$ cat src/rtl/log_mul_pkg.sv
// Shared constants and types for the log-scale multiplier and its LUT loader.
// Module parameters default to these values so every block agrees on the table geometry.
package log_mul_pkg;

    localparam int FLOAT_LEN      = 16;
    localparam int EXP_LEN        = 5;
    localparam int MANT_LEN       = 10;
    localparam int LUT_SIZE       = 128;
    localparam int TIMEOUT_CYCLES = 256;

    typedef enum logic [2:0] {
        IDLE  = 3'd0,
        REQ   = 3'd1,
        WAIT  = 3'd2,
        WRITE = 3'd3,
        DONE  = 3'd4,
        ERR   = 3'd5
    } lut_ld_state_e;

endpackage

$ cat src/rtl/log_lut_loader_if.sv
// Table-source fetch bus plus multiplier LUT write bus, as seen by the loader.
// The master side is the loader; the slave side is the source/multiplier pair.
interface log_lut_loader_if
    import log_mul_pkg::*;
#(
    parameter int FLOAT_LEN = log_mul_pkg::FLOAT_LEN,
    parameter int MANT_LEN  = log_mul_pkg::MANT_LEN,
    parameter int LUT_SIZE  = log_mul_pkg::LUT_SIZE
);

    localparam int ADDR_W = $clog2(LUT_SIZE);

    logic                 src_req;
    logic [ADDR_W-1:0]    src_addr;
    logic                 src_valid;
    logic [MANT_LEN-1:0]  src_log2_data;
    logic [FLOAT_LEN-1:0] src_exp2_data;

    logic                 lut_wr_en;
    logic [MANT_LEN-1:0]  log2_lut_data_in;
    logic [FLOAT_LEN-1:0] exp2_lut_data_in;

    modport master (
        output src_req,
        output src_addr,
        input  src_valid,
        input  src_log2_data,
        input  src_exp2_data,
        output lut_wr_en,
        output log2_lut_data_in,
        output exp2_lut_data_in
    );

    modport slave (
        input  src_req,
        input  src_addr,
        output src_valid,
        output src_log2_data,
        output src_exp2_data,
        input  lut_wr_en,
        input  log2_lut_data_in,
        input  exp2_lut_data_in
    );

endinterface

$ cat src/rtl/log_lut_loader.sv
// Fetches LUT_SIZE log2/exp2 entries from a variable-latency source and streams them,
// in address order, to the multiplier LUT exactly once per reset.
module log_lut_loader
    import log_mul_pkg::*;
#(
    parameter int FLOAT_LEN      = log_mul_pkg::FLOAT_LEN,
    parameter int MANT_LEN       = log_mul_pkg::MANT_LEN,
    parameter int LUT_SIZE       = log_mul_pkg::LUT_SIZE,
    parameter int TIMEOUT_CYCLES = log_mul_pkg::TIMEOUT_CYCLES
) (
    input  logic                       clk,
    input  logic                       rst_n,
    input  logic                       start,
    log_lut_loader_if.master           lut_bus,
    output logic                       busy,
    output logic                       done,
    output logic                       err,
    output logic [$clog2(LUT_SIZE):0]  entries_written
);

    localparam int ADDR_W  = $clog2(LUT_SIZE);
    localparam int CNT_W   = ADDR_W + 1;
    localparam int TIMER_W = $clog2(TIMEOUT_CYCLES + 1);

    localparam logic [ADDR_W-1:0]  LAST_IDX   = ADDR_W'(LUT_SIZE - 1);
    localparam logic [TIMER_W-1:0] TIMER_LAST = TIMER_W'(TIMEOUT_CYCLES - 1);
    localparam logic [CNT_W-1:0]   CNT_FULL   = CNT_W'(LUT_SIZE);

    lut_ld_state_e      state;
    lut_ld_state_e      state_next;
    logic [ADDR_W-1:0]  idx;
    logic [ADDR_W-1:0]  idx_next;
    logic [TIMER_W-1:0] timer;

    // DONE and ERR have no exits: the multiplier write pointer only rewinds on rst_n.
    always_comb begin
        state_next = state;
        idx_next   = idx;
        case (state)
            IDLE: begin
                if (start) begin
                    state_next = REQ;
                    idx_next   = '0;
                end
            end
            REQ: begin
                state_next = WAIT;
            end
            WAIT: begin
                if (lut_bus.src_valid) begin
                    state_next = WRITE;
                end else if (timer == TIMER_LAST) begin
                    state_next = ERR;
                end
            end
            WRITE: begin
                if (idx == LAST_IDX) begin
                    state_next = DONE;
                end else begin
                    state_next = REQ;
                    idx_next   = idx + ADDR_W'(1);
                end
            end
            DONE, ERR: begin
                state_next = state;
            end
            default: begin
                state_next = IDLE;
            end
        endcase
    end

    always_ff @(posedge clk or negedge rst_n) begin
        if (!rst_n) begin
            state <= IDLE;
            idx   <= '0;
            timer <= '0;
        end else begin
            state <= state_next;
            idx   <= idx_next;
            if (state == REQ) begin
                timer <= '0;
            end else if (state == WAIT && !lut_bus.src_valid) begin
                timer <= timer + TIMER_W'(1);
            end
        end
    end

    // Outputs are decoded from the next state so every one of them comes straight off a flop.
    always_ff @(posedge clk or negedge rst_n) begin
        if (!rst_n) begin
            lut_bus.src_req          <= 1'b0;
            lut_bus.src_addr         <= '0;
            lut_bus.lut_wr_en        <= 1'b0;
            lut_bus.log2_lut_data_in <= '0;
            lut_bus.exp2_lut_data_in <= '0;
            busy                     <= 1'b0;
            done                     <= 1'b0;
            err                      <= 1'b0;
            entries_written          <= '0;
        end else begin
            lut_bus.src_req   <= (state_next == REQ);
            lut_bus.lut_wr_en <= (state_next == WRITE);
            busy              <= (state_next == REQ) || (state_next == WAIT) ||
                                 (state_next == WRITE);
            done              <= (state_next == DONE);
            err               <= (state_next == ERR);

            if (state_next == REQ) begin
                lut_bus.src_addr <= idx_next;
            end

            if (state == WAIT && lut_bus.src_valid) begin
                lut_bus.log2_lut_data_in <= lut_bus.src_log2_data;
                lut_bus.exp2_lut_data_in <= lut_bus.src_exp2_data;
                if (entries_written != CNT_FULL) begin
                    entries_written <= entries_written + CNT_W'(1);
                end
            end
        end
    end

endmodule

$ cat src/flat_wrapper.sv
// flat-port wrapper written by rule: the top's interface ports become plain ports
module log_lut_loader_flat import log_mul_pkg::*;
#(
    parameter int FLOAT_LEN      = log_mul_pkg::FLOAT_LEN,
    parameter int MANT_LEN       = log_mul_pkg::MANT_LEN,
    parameter int LUT_SIZE       = log_mul_pkg::LUT_SIZE,
    parameter int TIMEOUT_CYCLES = log_mul_pkg::TIMEOUT_CYCLES
)
  (clk, rst_n, start, busy, done, err, entries_written, lut_bus_src_req, lut_bus_src_addr, lut_bus_src_valid, lut_bus_src_log2_data, lut_bus_src_exp2_data, lut_bus_lut_wr_en, lut_bus_log2_lut_data_in, lut_bus_exp2_lut_data_in);
  log_lut_loader_if #(.FLOAT_LEN(FLOAT_LEN), .MANT_LEN(MANT_LEN), .LUT_SIZE(LUT_SIZE)) lut_bus_i ();
  input  logic clk;
  input  logic rst_n;
  input  logic start;
  output logic busy;
  output logic done;
  output logic err;
  output logic [$clog2(LUT_SIZE):0] entries_written;
  output wire logic [$bits(lut_bus_i.src_req)-1:0] lut_bus_src_req;
  output wire logic [$bits(lut_bus_i.src_addr)-1:0] lut_bus_src_addr;
  input wire logic [$bits(lut_bus_i.src_valid)-1:0] lut_bus_src_valid;
  input wire logic [$bits(lut_bus_i.src_log2_data)-1:0] lut_bus_src_log2_data;
  input wire logic [$bits(lut_bus_i.src_exp2_data)-1:0] lut_bus_src_exp2_data;
  output wire logic [$bits(lut_bus_i.lut_wr_en)-1:0] lut_bus_lut_wr_en;
  output wire logic [$bits(lut_bus_i.log2_lut_data_in)-1:0] lut_bus_log2_lut_data_in;
  output wire logic [$bits(lut_bus_i.exp2_lut_data_in)-1:0] lut_bus_exp2_lut_data_in;
  assign lut_bus_src_req = lut_bus_i.src_req;
  assign lut_bus_src_addr = lut_bus_i.src_addr;
  assign lut_bus_i.src_valid = lut_bus_src_valid;
  assign lut_bus_i.src_log2_data = lut_bus_src_log2_data;
  assign lut_bus_i.src_exp2_data = lut_bus_src_exp2_data;
  assign lut_bus_lut_wr_en = lut_bus_i.lut_wr_en;
  assign lut_bus_log2_lut_data_in = lut_bus_i.log2_lut_data_in;
  assign lut_bus_exp2_lut_data_in = lut_bus_i.exp2_lut_data_in;
  log_lut_loader #(.FLOAT_LEN(FLOAT_LEN), .MANT_LEN(MANT_LEN), .LUT_SIZE(LUT_SIZE), .TIMEOUT_CYCLES(TIMEOUT_CYCLES)) u_core (.clk(clk), .rst_n(rst_n), .start(start), .lut_bus(lut_bus_i), .busy(busy), .done(done), .err(err), .entries_written(entries_written));
endmodule
$ cat config.mk
export PLATFORM = sky130hd
export DESIGN_NAME = log_lut_loader_flat
export DESIGN_NICKNAME = d
export VERILOG_FILES = /design/src/rtl/log_mul_pkg.sv /design/src/rtl/log_lut_loader_if.sv /design/src/rtl/log_lut_loader.sv /design/src/flat_wrapper.sv
export SDC_FILE = /design/constraint.sdc
export NUM_CORES = 1
export LEC_CHECK = 0
export CORE_UTILIZATION = 45
export CTS_CLUSTER_DIAMETER = 120
export DETAILED_ROUTE_END_ITERATION = 8
export GPL_TIMING_DRIVEN = 0
export HOLD_SLACK_MARGIN = 0.08
export PLACE_DENSITY = 0.75
export SYNTH_ARGS = -nofsm -noshare
export SYNTH_HDL_FRONTEND = slang
export SYNTH_SLANG_ARGS = --single-unit
export TNS_END_PERCENT = 50
$ cat constraint.sdc
create_clock -name clk -period 3.5 [get_ports clk]
set_input_delay 0.35 -clock clk [delete_from_list [all_inputs] [get_ports clk]]
set_output_delay 0.35 -clock clk [all_outputs]
set_load 0.05 [all_outputs]
Figure 1. Met1 routing (run 1).
The bar under the picture is 20 um long. Supply wires on this layer in gray.
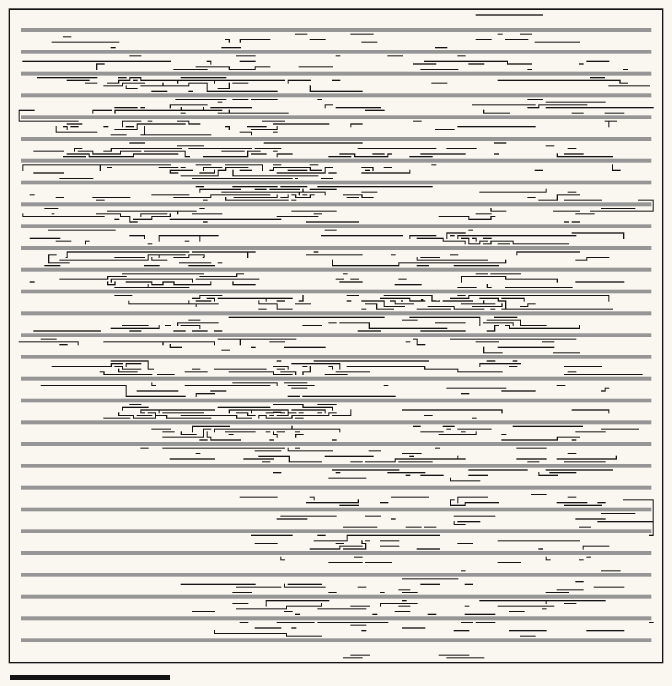
wire length on this layer: 2530 um
longest straight run: 19.3 um
main direction: horizontal

Figure 2. Metal 2 (run 1).
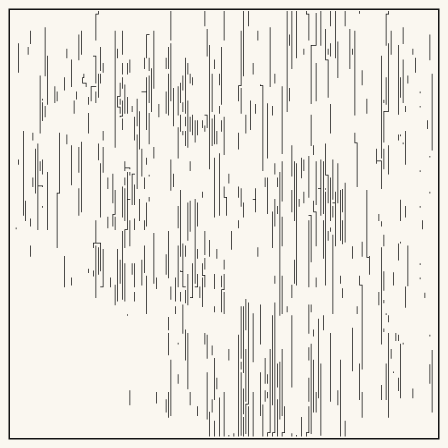
share of all routed wire: 46%
wire length on this layer: 2430 um
nets with wire on the layer: 310
main direction: vertical
longest straight run: 27.2 um

Figure 3. M3 wires (run 1).
The bar under the picture is 20 um long.
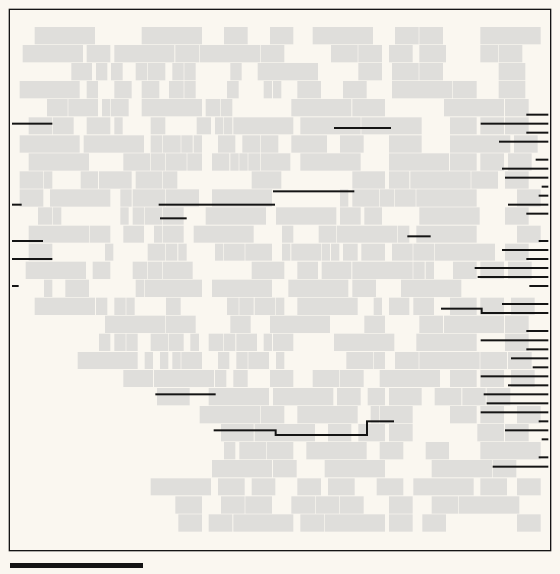
share of all routed wire: 5.5%
nets with wire on the layer: 43
wire length on this layer: 291 um

Figure 4. Selected gate families (run 1).
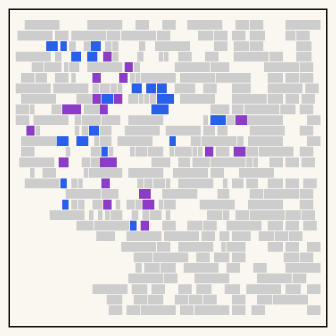
legend:
  blue:
    family: aoi and oai cells
    cells: 20
  purple:
    family: and/or cells
    cells: 19

==> run 1: metal layers <==
layer	vias up	wire, um	track usage, %
met2	52	2430	26.1
met4	0	34	6.43
met5	-	0	0
li1	977	-	-
met1	979	2530	23.0
met3	4	290	5.17
==> run 1: cells in the final DEF, fill, tap and decap left out, types with 3 or more instances in the layout <==
master,n
sky130_fd_sc_hd__clkdlybuf4s50_1,74
sky130_fd_sc_hd__dfrtp_1,65
sky130_fd_sc_hd__mux2_2,26
sky130_fd_sc_hd__nand3_1,19
sky130_fd_sc_hd__nor2_1,13
sky130_fd_sc_hd__nand2_1,11
sky130_fd_sc_hd__clkbuf_8,10
sky130_fd_sc_hd__inv_1,7
sky130_fd_sc_hd__xor2_1,7
sky130_fd_sc_hd__xnor2_1,6
sky130_fd_sc_hd__and3_1,5
sky130_fd_sc_hd__buf_4,5
sky130_fd_sc_hd__o21ai_0,5
sky130_fd_sc_hd__ha_1,5
sky130_fd_sc_hd__and4_1,4
sky130_fd_sc_hd__o211ai_1,3
sky130_fd_sc_hd__and2_1,3
sky130_fd_sc_hd__o31ai_1,3
sky130_fd_sc_hd__nand4_1,3
==> run 1: worst max-delay path, cell delays in order, from the launching register on <==
cell and delay (ns):
sky130_fd_sc_hd__dfrtp_1 0.41, sky130_fd_sc_hd__and4_1 0.24, sky130_fd_sc_hd__and4_1 0.23, sky130_fd_sc_hd__ha_1 0.18, sky130_fd_sc_hd__nor2_1 0.05, sky130_fd_sc_hd__a2111oi_0 0.58
sky130_fd_sc_hd__a311oi_1 0.16, sky130_fd_sc_hd__and2_1 0.20
==> run 1: logic make-up after synthesis <==
group | count (synthesis)
fa+ha+maj | 5
compound gates | 25
xor+xnor | 13
mux | 28
buf+inv | 15
flops | 65
simple gates | 74
==> run summary, run 1 <==
The flow completed. Ranked by power, first place goes to combinational cells. The layout report lists the multi-input gate area as 1120 um2. Overall power after layout landed at 3580 uW. The initial antenna violation count came to 0. For this run, the total global-route usage over all layers was measured as 17.1%. Clock skew landed at 0.00848 ns.

Per the synthesis report, the dominant area consumer among library cells is sky130_fd_sc_hd__dfrtp_1. Data required time at the worst endpoint landed at 3.72 ns. Leakage power total landed at 0.00170 uW. Among the non-sequential cells, simple AND/OR/NAND/NOR gates take the most area. HPWL after detailed placement landed at 3740 um.

Adder-cell share of the synthesized area landed at 2.21%. Sequential elements use 57.4% of the synthesized area. Layout overhead on the synthesized area landed at 35.4%. The logs give a warning total of 27. In the routed layout, each cell is associated on average with a via count of 5.16.

The flow ran to the end, and the final reports show no timing, DRC or antenna violations. Combinational share of power landed at 52.6%. sky130_fd_sc_hd__dfrtp_1 is the most common cell in the netlist. The critical path is of the reg -> reg type. Fmax landed at 0.464 GHz.

Total die area landed at 6620 um2. Detailed-route DRC error count landed at 0. TritonRoute output was used to compute an average wire per cell of 13.5 um. Max-slew violation count landed at 0. Per the CTS log, the root buffer master is sky130_fd_sc_hd__clkbuf_8. Cell count after placement landed at 375. Netlist area before placement landed at 2840 um2.
==> run 1 -> run 2 <==
--- a/config.mk
+++ b/config.mk
@@ -5,7 +5,7 @@
 export SDC_FILE = /design/constraint.sdc
 export NUM_CORES = 1
 export LEC_CHECK = 0
-export CORE_UTILIZATION = 45
+export CORE_UTILIZATION = 43
 export CTS_CLUSTER_DIAMETER = 120
 export DETAILED_ROUTE_END_ITERATION = 8
 export GPL_TIMING_DRIVEN = 0
==> constraint.sdc (replaced) <==
create_clock -name clk -period 1.9 [get_ports clk]
set_input_delay 0.19 -clock clk [delete_from_list [all_inputs] [get_ports clk]]
set_output_delay 0.19 -clock clk [all_outputs]
set_load 0.05 [all_outputs]
Figure 5. Metal 2 (run 2).
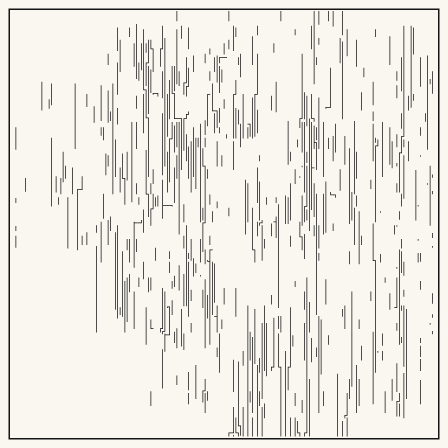
share of all routed wire: 45%
wire length on this layer: 2520 um
nets with wire on the layer: 319
longest straight run: 30.1 um

==> run summary, run 2 <==
The flow completed. The initial antenna violation count was 0 (unchanged). Detailed-route DRC error count landed at 0 (unchanged). The slowest stage of the critical path is the sky130_fd_sc_hd__clkdlybuf4s50_1 cell.

The path class of the tightest hold or removal check is in -> reg. Compared with the post-synthesis result, the final layout area differs by 40.1%. The leakage power total came to 0.00173 uW (+1.9%).

The synthesized design spends more area on one cell type than any other, namely sky130_fd_sc_hd__dfrtp_1. In this design, the largest share of critical-path delay is due to buffers and inverters. STA classifies the critical path startpoint as a flip-flop. The total die area is 6920 um2 (+4.5%). Per-cell via count in the routed design landed at 5.14 (-0.36%).

Overall power after layout landed at 6880 uW (+92%). The clock drives 65 sinks. The highest cell delay on the worst timing path is 0.86 ns (+0.28 ns). The library cell used most frequently in the layout, excluding fill and tap cells, is sky130_fd_sc_hd__clkdlybuf4s50_1. Sorting the synthesis cell report by count puts at the top sky130_fd_sc_hd__dfrtp_1. The HPWL after detailed placement is 3730 um (about the same). The tree is rooted in a sky130_fd_sc_hd__clkbuf_8. The dominant power group in this design is combinational cells. The power report lists the combinational group at 3540 uW. The combined global-route utilization of all metal layers was 17.4% (+0.20 points). Power dissipated by switching net loads landed at 3050 uW. Final net count landed at 352.

Cell count after placement landed at 377 (+0.53%). Buffer and inverter count on the worst path landed at 1 (+1). The max-slew violation count was 0 (unchanged). Post-synth area from yosys stat landed at 2840 um2. The run finished with clean final reports.

The data required time at the worst endpoint is 1.71 ns (-2.01 ns). In this run the worst setup path begins at u_core.entries_written[2]$_DFFE_PN0P_. The average routed wire per standard cell came to 14.0 um (+3.6%).

The top cell types in the final layout, fill and taps aside, are sky130_fd_sc_hd__clkdlybuf4s50_1 (74), sky130_fd_sc_hd__dfrtp_1 (65), sky130_fd_sc_hd__mux2_2 (26), sky130_fd_sc_hd__nand3_1 (19), sky130_fd_sc_hd__nor2_1 (12). Fraction of the yosys area taken by sequential cells landed at 57.4% (unchanged). Number of OpenROAD warnings landed at 28 (+3.7%). The combinational share of power was 51.5% (-1.1 points). In the setup report, the worst path falls into the class reg -> out. Fmax landed at 0.537 GHz. The netlist area before placement was 2840 um2 (unchanged). The clock skew came to 0.00792 ns (-0.000558 ns). The instance count on the critical path was 1 (-6).
[run 2: cell counts after synthesis]
No cell type changed its count.
[run 2: worst min path at each step]
stage                                                     start  cells after the start  slack (ns)                                              end
after floorplan                                           rst_n                      0       -0.11                            u_core.busy$_DFF_PN0_
after global placement    u_core.entries_written[7]$_DFFE_PN0P_                      1        0.48            u_core.entries_written[7]$_DFFE_PN0P_
after detailed placement                                  rst_n                      1        0.34  u_core.lut_bus.exp2_lut_data_in[11]$_DFFE_PN0P_
after CTS                              lut_bus_src_exp2_data[9]                      2        0.44   u_core.lut_bus.exp2_lut_data_in[9]$_DFFE_PN0P_
after global routing                  lut_bus_src_exp2_data[13]                      2        0.45  u_core.lut_bus.exp2_lut_data_in[13]$_DFFE_PN0P_
final                                  lut_bus_src_exp2_data[9]                      2        0.46   u_core.lut_bus.exp2_lut_data_in[9]$_DFFE_PN0P_
[run 2: area by class of cell]
type / count / area (um2) / share of cell area [%]
Timing Repair Buffer: 81 / 796 / 20.0
Inverter: 7 / 26.3 / 0.661
Multi-Input combinational cell: 145 / 1160 / 29.2
Clock inverter: 6 / 67.6 / 1.70
Clock buffer: 10 / 138 / 3.46
Buffer: 8 / 62.6 / 1.57
Sequential cell: 65 / 1630 / 40.9
Tap cell: 77 / 96.3 / 2.43
[run 2: per-layer routing]
layer | vias up | GRT usage, % | wire length (um)
met5 | - | 0 | 0
met4 | 0 | 6.58 | 71
met3 | 8 | 5.67 | 345
met2 | 66 | 26.6 | 2520
met1 | 983 | 22.9 | 2660
li1 | 994 | - | -
[run 2: kinds of logic after synthesis]
kind of cell | synth area share [%]
AND/OR/NAND/NOR | 15.2
multiplexers | 11.2
buffers and inverters | 3.13
flip-flops | 57.4
XOR/XNOR | 4.02
AND-OR/OR-AND | 6.88
adder cells (fa/ha/maj) | 2.21
==> run 2 -> run 3 <==
--- a/config.mk
+++ b/config.mk
@@ -5,12 +5,15 @@
 export SDC_FILE = /design/constraint.sdc
 export NUM_CORES = 1
 export LEC_CHECK = 0
+export CORE_ASPECT_RATIO = 1.75
 export CORE_UTILIZATION = 43
 export CTS_CLUSTER_DIAMETER = 120
 export DETAILED_ROUTE_END_ITERATION = 8
+export GPL_ROUTABILITY_DRIVEN = 0
 export GPL_TIMING_DRIVEN = 0
 export HOLD_SLACK_MARGIN = 0.08
 export PLACE_DENSITY = 0.75
+export SKIP_LAST_GASP = 1
 export SYNTH_ARGS = -nofsm -noshare
 export SYNTH_HDL_FRONTEND = slang
 export SYNTH_SLANG_ARGS = --single-unit
Figure 6. Met4 routing (run 3).
Supply wires on this layer in gray.
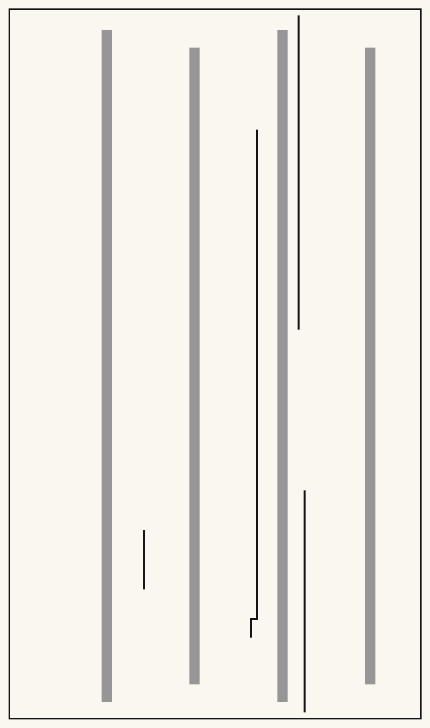
longest straight run: 75.5 um
share of all routed wire: 3.0%

==> run summary, run 3 <==
The flow completed. The run finished with clean final reports. Number of OpenROAD warnings landed at 28 (unchanged). In the post-synthesis netlist, the cell with the most instances is sky130_fd_sc_hd__dfrtp_1. The worst setup path is launched from a flip-flop. Overall power after layout landed at 6790 uW (-1.2%). In the layout the commonest cells are sky130_fd_sc_hd__clkdlybuf4s50_1 (74), sky130_fd_sc_hd__dfrtp_1 (65), sky130_fd_sc_hd__mux2_2 (26), sky130_fd_sc_hd__nand3_1 (19), sky130_fd_sc_hd__clkbuf_8 (13). The met1 track utilization from global routing came to 19.3% (-3.6 points). Total die area landed at 6930 um2 (+0.18%). Fraction of the yosys area taken by sequential cells landed at 57.4% (unchanged). The HPWL after detailed placement was 3980 um (+6.5%).

Initial antenna violation count landed at 0 (unchanged). TritonCTS sink count landed at 65 (unchanged). Number of flops mapped to enable cells by yosys landed at 0. Tracing the worst setup path back leads to its startpoint at u_core.timer[3]$_DFFE_PN0P_. The netlist area before placement was 2840 um2 (unchanged).

The critical path is of the reg -> reg type. The average routed wire per standard cell came to 14.0 um (about the same). Per-cell via count in the routed design landed at 5.10 (-0.83%). Fmax landed at 0.538 GHz (+0.12%). The power dissipated by switching net loads is 2990 uW (-1.9%).

The highest metal layer carrying signal wires in the routed design is met4. The total area of multi-input combinational cells came to 1160 um2 (unchanged). Relative to the synthesized area, the layout overhead comes to 39.4%. The synthesized design spends more area on one cell type than any other, namely sky130_fd_sc_hd__dfrtp_1. The length of routed met3 wiring is 161 um (-53%).

The power of the combinational group is 3540 uW (about the same). The tree is rooted in a sky130_fd_sc_hd__clkbuf_8. Looking at the global route congestion table, the highest-usage layer is met2. Register cell area after layout landed at 1630 um2 (unchanged). In the power breakdown, the biggest contributor is combinational cells. The wire length on met1 was 2300 um (-14%). The final net count was 350 (-0.57%).

Post-synth area from yosys stat landed at 2840 um2 (unchanged). Combinational share of power landed at 52.1% (+0.6 points). The detailed-route DRC error count was 0 (unchanged).

The met3 track demand over resource came to 3.32% (-2.3 points). The clock period could shrink to 1.86 ns. Leaving out fill and tap cells, the most frequent cell in the layout is sky130_fd_sc_hd__clkdlybuf4s50_1.

Cell count after placement landed at 380 (+0.80%). Setup TNS after final layout landed at 0 ns. The max-slew violation count came to 0 (unchanged). Combined global-route utilization of all metal layers landed at 17.6% (+0.28 points). The clock skew is 0.00821 ns (+0.000281 ns). Leakage power total landed at 0.00174 uW (+0.47%). The met2 routing resource usage after global routing was 30.8% (+4.2 points).
==> run 3: kinds of logic after synthesis <==
group	after synthesis	synth area share [%]
xor+xnor	13	4.02
flops	65	57.4
mux	28	11.2
fa+ha+maj	5	2.21
simple gates	74	15.2
buf+inv	15	3.13
compound gates	25	6.88
==> run 3: worst max-delay path, stage by stage (launching register included) <==
cell	delay (ns)
sky130_fd_sc_hd__dfrtp_1	0.39
sky130_fd_sc_hd__and4_4	0.24
sky130_fd_sc_hd__and4_1	0.20
sky130_fd_sc_hd__ha_2	0.19
sky130_fd_sc_hd__nor2_2	0.05
sky130_fd_sc_hd__a2111oi_4	0.40
sky130_fd_sc_hd__a311oi_2	0.11
sky130_fd_sc_hd__and2_1	0.17
==> run 3: area by class of cell <==
class / instances / area share [%]
flip-flops and latches: 65 / 41.2
multi-input cells: 145 / 29.3
repair buffers: 79 / 19.8
clock buffers: 14 / 4.62
well taps: 80 / 2.53
plain buffers: 8 / 1.68
inverters: 7 / 0.665
clock inverters: 2 / 0.253
==> run 3: what timing repair did <==
item | CTS | global route
setup endpoints to repair | 4 | 4
hold buffers | 1 | 0
buffers inserted | 1 | 2
hold endpoints to repair | 65 | 0
pin swaps | 1 | 6
resized | 3 | 7
==> run 3: final timing paths <==
kind | to | slack (ns) | cells after the start
worst max-delay path | u_core.done$_DFF_PN0_ | 0.04 | 7
worst max register to register | u_core.done$_DFF_PN0_ | 0.04 | 7
min in group clk | u_core.lut_bus.exp2_lut_data_in[3]$_DFFE_PN0P_ | 0.47 | 2
worst min-delay path | u_core.lut_bus.log2_lut_data_in[1]$_DFFE_PN0P_ | 0.47 | 2
max in group asynchronous | u_core.lut_bus.exp2_lut_data_in[7]$_DFFE_PN0P_ | 0.88 | 2
worst min register to register | u_core.lut_bus.src_addr[0]$_DFFE_PN0P_ | 0.50 | 1
Power figures rest on the tool's default switching activity, not on a simulated workload.
